===== src/rtl/apb_protocol_monitor.sv =====
`default_nettype none
// ============================================================================
// Module      : apb_protocol_monitor
// Description : Passive APB4 protocol monitor. It classifies every bus cycle
//               as IDLE, SETUP or ACCESS and checks handshake and signal
//               stability. It also enforces a PREADY wait-state timeout and
//               keeps sticky error flags plus saturating transfer, error and
//               max-wait counters.
// Ports       : PCLK, PRESETn (async, active-low)
//               PSEL[NUM_SLAVES], PENABLE, PWRITE, PREADY, PSLVERR, PADDR,
//               PWDATA, PSTRB, PPROT  - observed bus (inputs only)
//               clr        - synchronous clear of sticky flags and counters
//               err_pulse  - errors detected at the last edge (one cycle)
//               err_sticky - accumulated error bits
//               err_count  - cycles with any error (saturating)
//               xfer_count - completed transfers (saturating)
//               max_wait   - largest wait-state count of completed transfers
//               phase      - tracker state: 0 IDLE, 1 SETUP, 2 ACCESS
// Revision    : 1.0 - initial release
// ============================================================================
module apb_protocol_monitor #(
    parameter int ADDR_WIDTH     = 32,
    parameter int DATA_WIDTH     = 32,
    parameter int NUM_SLAVES     = 4,
    parameter int TIMEOUT_CYCLES = 16,
    parameter int CNT_WIDTH      = 8
) (
    input  logic                    PCLK,
    input  logic                    PRESETn,
    input  logic [NUM_SLAVES-1:0]   PSEL,
    input  logic                    PENABLE,
    input  logic                    PWRITE,
    input  logic                    PREADY,
    input  logic                    PSLVERR,
    input  logic [ADDR_WIDTH-1:0]   PADDR,
    input  logic [DATA_WIDTH-1:0]   PWDATA,
    input  logic [DATA_WIDTH/8-1:0] PSTRB,
    input  logic [2:0]              PPROT,
    input  logic                    clr,
    output logic [7:0]              err_pulse,
    output logic [7:0]              err_sticky,
    output logic [CNT_WIDTH-1:0]    err_count,
    output logic [CNT_WIDTH-1:0]    xfer_count,
    output logic [CNT_WIDTH-1:0]    max_wait,
    output logic [1:0]              phase
);

    localparam int c_WAIT_W = $clog2(TIMEOUT_CYCLES + 1);
    localparam int c_STRB_W = DATA_WIDTH / 8;
    localparam int c_EXT_W  = (c_WAIT_W > CNT_WIDTH) ? c_WAIT_W : CNT_WIDTH;
    localparam logic [CNT_WIDTH-1:0]  c_CNT_MAX = '1;
    localparam logic [NUM_SLAVES-1:0] c_SEL_ONE = NUM_SLAVES'(1);
    // Wait count held while in ACCESS when the next PREADY=0 cycle is the
    // TIMEOUT_CYCLES-th one.
    localparam logic [c_WAIT_W-1:0]   c_TO_LAST = c_WAIT_W'(TIMEOUT_CYCLES - 1);

    typedef enum logic [1:0] {
        S_IDLE   = 2'd0,
        S_SETUP  = 2'd1,
        S_ACCESS = 2'd2
    } state_t;

    state_t                  r_state;
    logic [NUM_SLAVES-1:0]   r_sel;
    logic [ADDR_WIDTH-1:0]   r_addr;
    logic                    r_write;
    logic [DATA_WIDTH-1:0]   r_wdata;
    logic [c_STRB_W-1:0]     r_strb;
    logic [2:0]              r_prot;
    logic [c_WAIT_W-1:0]     r_wait;

    state_t                  w_state_nxt;
    logic                    w_capture;
    logic [c_WAIT_W-1:0]     w_wait_nxt;
    logic [7:0]              w_err;
    logic                    w_done;
    logic [c_WAIT_W-1:0]     w_done_wait;
    logic                    w_access;
    logic                    w_unstable;
    logic [c_EXT_W-1:0]      w_done_ext;
    logic [CNT_WIDTH-1:0]    w_done_cnt;

    // A cycle qualifies as an access cycle only when the captured select is
    // still presented together with PENABLE.
    assign w_access   = PENABLE && (PSEL == r_sel);
    assign w_unstable = (PADDR != r_addr) || (PWRITE != r_write) ||
                        (PSTRB != r_strb) || (PPROT != r_prot) ||
                        (r_write && (PWDATA != r_wdata));

    always_comb begin
        w_state_nxt = r_state;
        w_capture   = 1'b0;
        w_wait_nxt  = '0;
        w_err       = '0;
        w_done      = 1'b0;
        w_done_wait = '0;

        // x & (x-1) is non-zero exactly when two or more bits are set.
        w_err[0] = |(PSEL & (PSEL - c_SEL_ONE));
        // PSLVERR is only legal on the completing (PREADY=1) access cycle.
        w_err[7] = PSLVERR && !((r_state != S_IDLE) && w_access && PREADY);

        case (r_state)
            S_IDLE: begin
                if (PSEL != '0) begin
                    if (!PENABLE) begin
                        w_state_nxt = S_SETUP;
                        w_capture   = 1'b1;
                        w_err[6]    = !PWRITE && (PSTRB != '0);
                    end else begin
                        w_err[1] = 1'b1;
                    end
                end
            end
            S_SETUP: begin
                if (w_access) begin
                    w_err[3] = w_unstable;
                    if (PREADY) begin
                        w_done      = 1'b1;
                        w_state_nxt = S_IDLE;
                    end else if (TIMEOUT_CYCLES == 1) begin
                        w_err[5]    = 1'b1;
                        w_state_nxt = S_IDLE;
                    end else begin
                        w_wait_nxt  = c_WAIT_W'(1);
                        w_state_nxt = S_ACCESS;
                    end
                end else begin
                    // Broken handshake; the cycle is consumed, not re-used
                    // as a fresh setup.
                    w_err[2]    = 1'b1;
                    w_state_nxt = S_IDLE;
                end
            end
            S_ACCESS: begin
                if (!w_access) begin
                    w_err[4]    = 1'b1;
                    w_state_nxt = S_IDLE;
                end else begin
                    w_err[3] = w_unstable;
                    if (PREADY) begin
                        w_done      = 1'b1;
                        w_done_wait = r_wait;
                        w_state_nxt = S_IDLE;
                    end else if (r_wait == c_TO_LAST) begin
                        w_err[5]    = 1'b1;
                        w_state_nxt = S_IDLE;
                    end else begin
                        w_wait_nxt = r_wait + c_WAIT_W'(1);
                    end
                end
            end
            default: w_state_nxt = S_IDLE;
        endcase

        // Fit the wait count into CNT_WIDTH, saturating if it is wider.
        w_done_ext = c_EXT_W'(w_done_wait);
        w_done_cnt = (w_done_ext > c_EXT_W'(c_CNT_MAX)) ? c_CNT_MAX
                                                        : CNT_WIDTH'(w_done_ext);
    end

    always_ff @(posedge PCLK or negedge PRESETn) begin
        if (!PRESETn) begin
            r_state    <= S_IDLE;
            r_sel      <= '0;
            r_addr     <= '0;
            r_write    <= 1'b0;
            r_wdata    <= '0;
            r_strb     <= '0;
            r_prot     <= '0;
            r_wait     <= '0;
            err_pulse  <= '0;
            err_sticky <= '0;
            err_count  <= '0;
            xfer_count <= '0;
            max_wait   <= '0;
        end else begin
            r_state   <= w_state_nxt;
            r_wait    <= w_wait_nxt;
            err_pulse <= w_err;
            if (w_capture) begin
                r_sel   <= PSEL;
                r_addr  <= PADDR;
                r_write <= PWRITE;
                r_wdata <= PWDATA;
                r_strb  <= PSTRB;
                r_prot  <= PPROT;
            end

            // clr zeroes the accumulators, but an event on the same edge wins.
            err_sticky <= clr ? w_err : (err_sticky | w_err);

            if (w_err != '0)
                err_count <= clr ? CNT_WIDTH'(1)
                           : (err_count == c_CNT_MAX) ? err_count
                           : err_count + CNT_WIDTH'(1);
            else if (clr)
                err_count <= '0;

            if (w_done) begin
                xfer_count <= clr ? CNT_WIDTH'(1)
                            : (xfer_count == c_CNT_MAX) ? xfer_count
                            : xfer_count + CNT_WIDTH'(1);
                max_wait   <= (clr || (w_done_cnt > max_wait)) ? w_done_cnt
                                                               : max_wait;
            end else if (clr) begin
                xfer_count <= '0;
                max_wait   <= '0;
            end
        end
    end

    assign phase = r_state;

endmodule
`default_nettype wire

===== config.mk =====
export PLATFORM = sky130hd
export DESIGN_NAME = apb_protocol_monitor
export DESIGN_NICKNAME = d
export VERILOG_FILES = /design/src/rtl/apb_protocol_monitor.sv
export SDC_FILE = /design/constraint.sdc
export NUM_CORES = 1
export LEC_CHECK = 0
export CAP_MARGIN = 20
export CORE_MARGIN = 2
export CORE_UTILIZATION = 47
export DETAILED_ROUTE_END_ITERATION = 8
export MAX_ROUTING_LAYER = met4
export PLACE_DENSITY = 0.73
export RECOVER_POWER = 100
export SLEW_MARGIN = 20
export SYNTH_ARGS = -nofsm -noshare
export SYNTH_HDL_FRONTEND = slang
export SYNTH_SLANG_ARGS = --single-unit

===== constraint.sdc =====
create_clock -name PCLK -period 3.25 [get_ports PCLK]
set_input_delay 0.325 -clock PCLK [delete_from_list [all_inputs] [get_ports PCLK]]
set_output_delay 0.325 -clock PCLK [all_outputs]
set_load 0.02 [all_outputs]

Placement by cell class:
Fill, decap, tap and diode cells in gray.
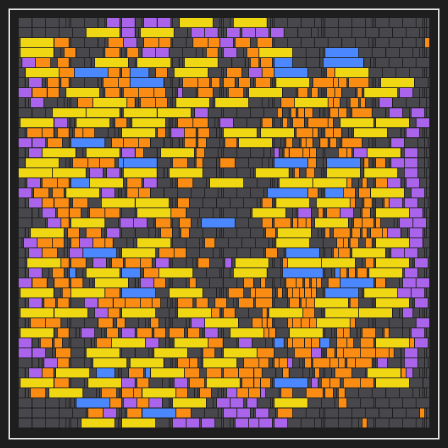
[clock drivers and dummy loads] blue | cells: 32 | share of their area: 8.2%
[other buffers and delay cells] purple | cells: 132 | share of their area: 16%
[all other logic] orange | cells: 349 | share of their area: 36%
[flip-flops] yellow | cells: 120 | share of their area: 39%

A small window of the routed layout:
Scale bar: 20 um. Region (4, 4) to (54, 54) um. Cells in gray, sequential cells in the stronger gray; small squares are vias.
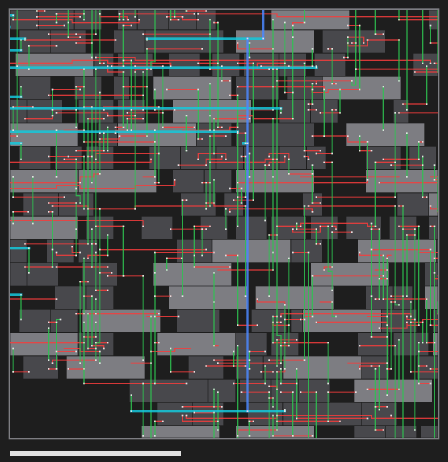
[met3] cyan
[met4] blue
[met1] red
[met2] green
cells with their middle in the window: 134
sequential cells in the window: 29
most frequent: clkdlybuf4s50_1 (29), dfrtp_1 (29), mux2_2 (28)
netlist names of flops here include: r_addr (24), r_prot (3), r_strb (2)

==> flow_metrics.tcl <==
# yosys + openroad results
set metrics [dict create \
    slew_viol_final 139 \
    use_met3_pct 6.591 \
    ys_chip_area_um2 5929 \
    syn_area_per_cell_um2 12.20 \
    rsz0062_at_grt "false" \
    path_buffers 2 \
    cts_tree "done" \
    combGateArea_um2 2743 \
    violations "capacitance limit, slew limit" \
    maxCapViolCount 2 \
    yosysSeqAreaShare_pct 50.64 \
    synthArstFlopShare_pct 100.0 \
    cp-start-kind "input port" \
    drc 0 \
    detail_route.iter0.violations 205 \
    sequentialPower_mw 2.03 \
    grt_pass1_wl_um 20580 \
    outcome "finished with violations" \
    powerClk_mw 1.97 \
    vias 4116 \
    crit_family "simple AND/OR/NAND/NOR gates" \
    yosys_warnings 0 \
    fin_cells 805 \
    gp_congestion 0.8375 \
    synth_area_um2 5929 \
    wl_met3_um 823 \
    firstDrtPassIters 4 \
    power_mw 5.021 \
    nonClkBufAreaFrac_pct 16.01 \
    globalRouteMet2Util_pct 33.26 \
    drt-wirelength-per-cell_um 15.36 \
    switchingPower_mw 1.280 \
    place_ws_ns 0.05818 \
    p_comb_mw 1.02 \
    tapCellCount 172 \
    hold_buffers 0 \
    rrSetupSlack_ns 0.34 \
    grt_pass1_vias 4334 \
    p_seq_share_pct 40.4 \
    synth_area_leader_cell "dfrtp_1" \
]
[final timing paths]
check	start	end	cells after the start
worst max-delay path	PSEL[1]	err_count[4]$_DFFE_PN0P_	9
worst min-delay path	PRESETn	r_sel[1]$_DFFE_PN0P_	1
worst max register to register	phase[0]$_DFFE_PN0P_	r_wdata[22]$_DFFE_PN0P_	5
worst min register to register	err_sticky[7]$_DFF_PN0_	err_sticky[7]$_DFF_PN0_	1
max in group asynchronous	PRESETn	r_wdata[31]$_DFFE_PN0P_	2
min in group PCLK	err_sticky[7]$_DFF_PN0_	err_sticky[7]$_DFF_PN0_	1
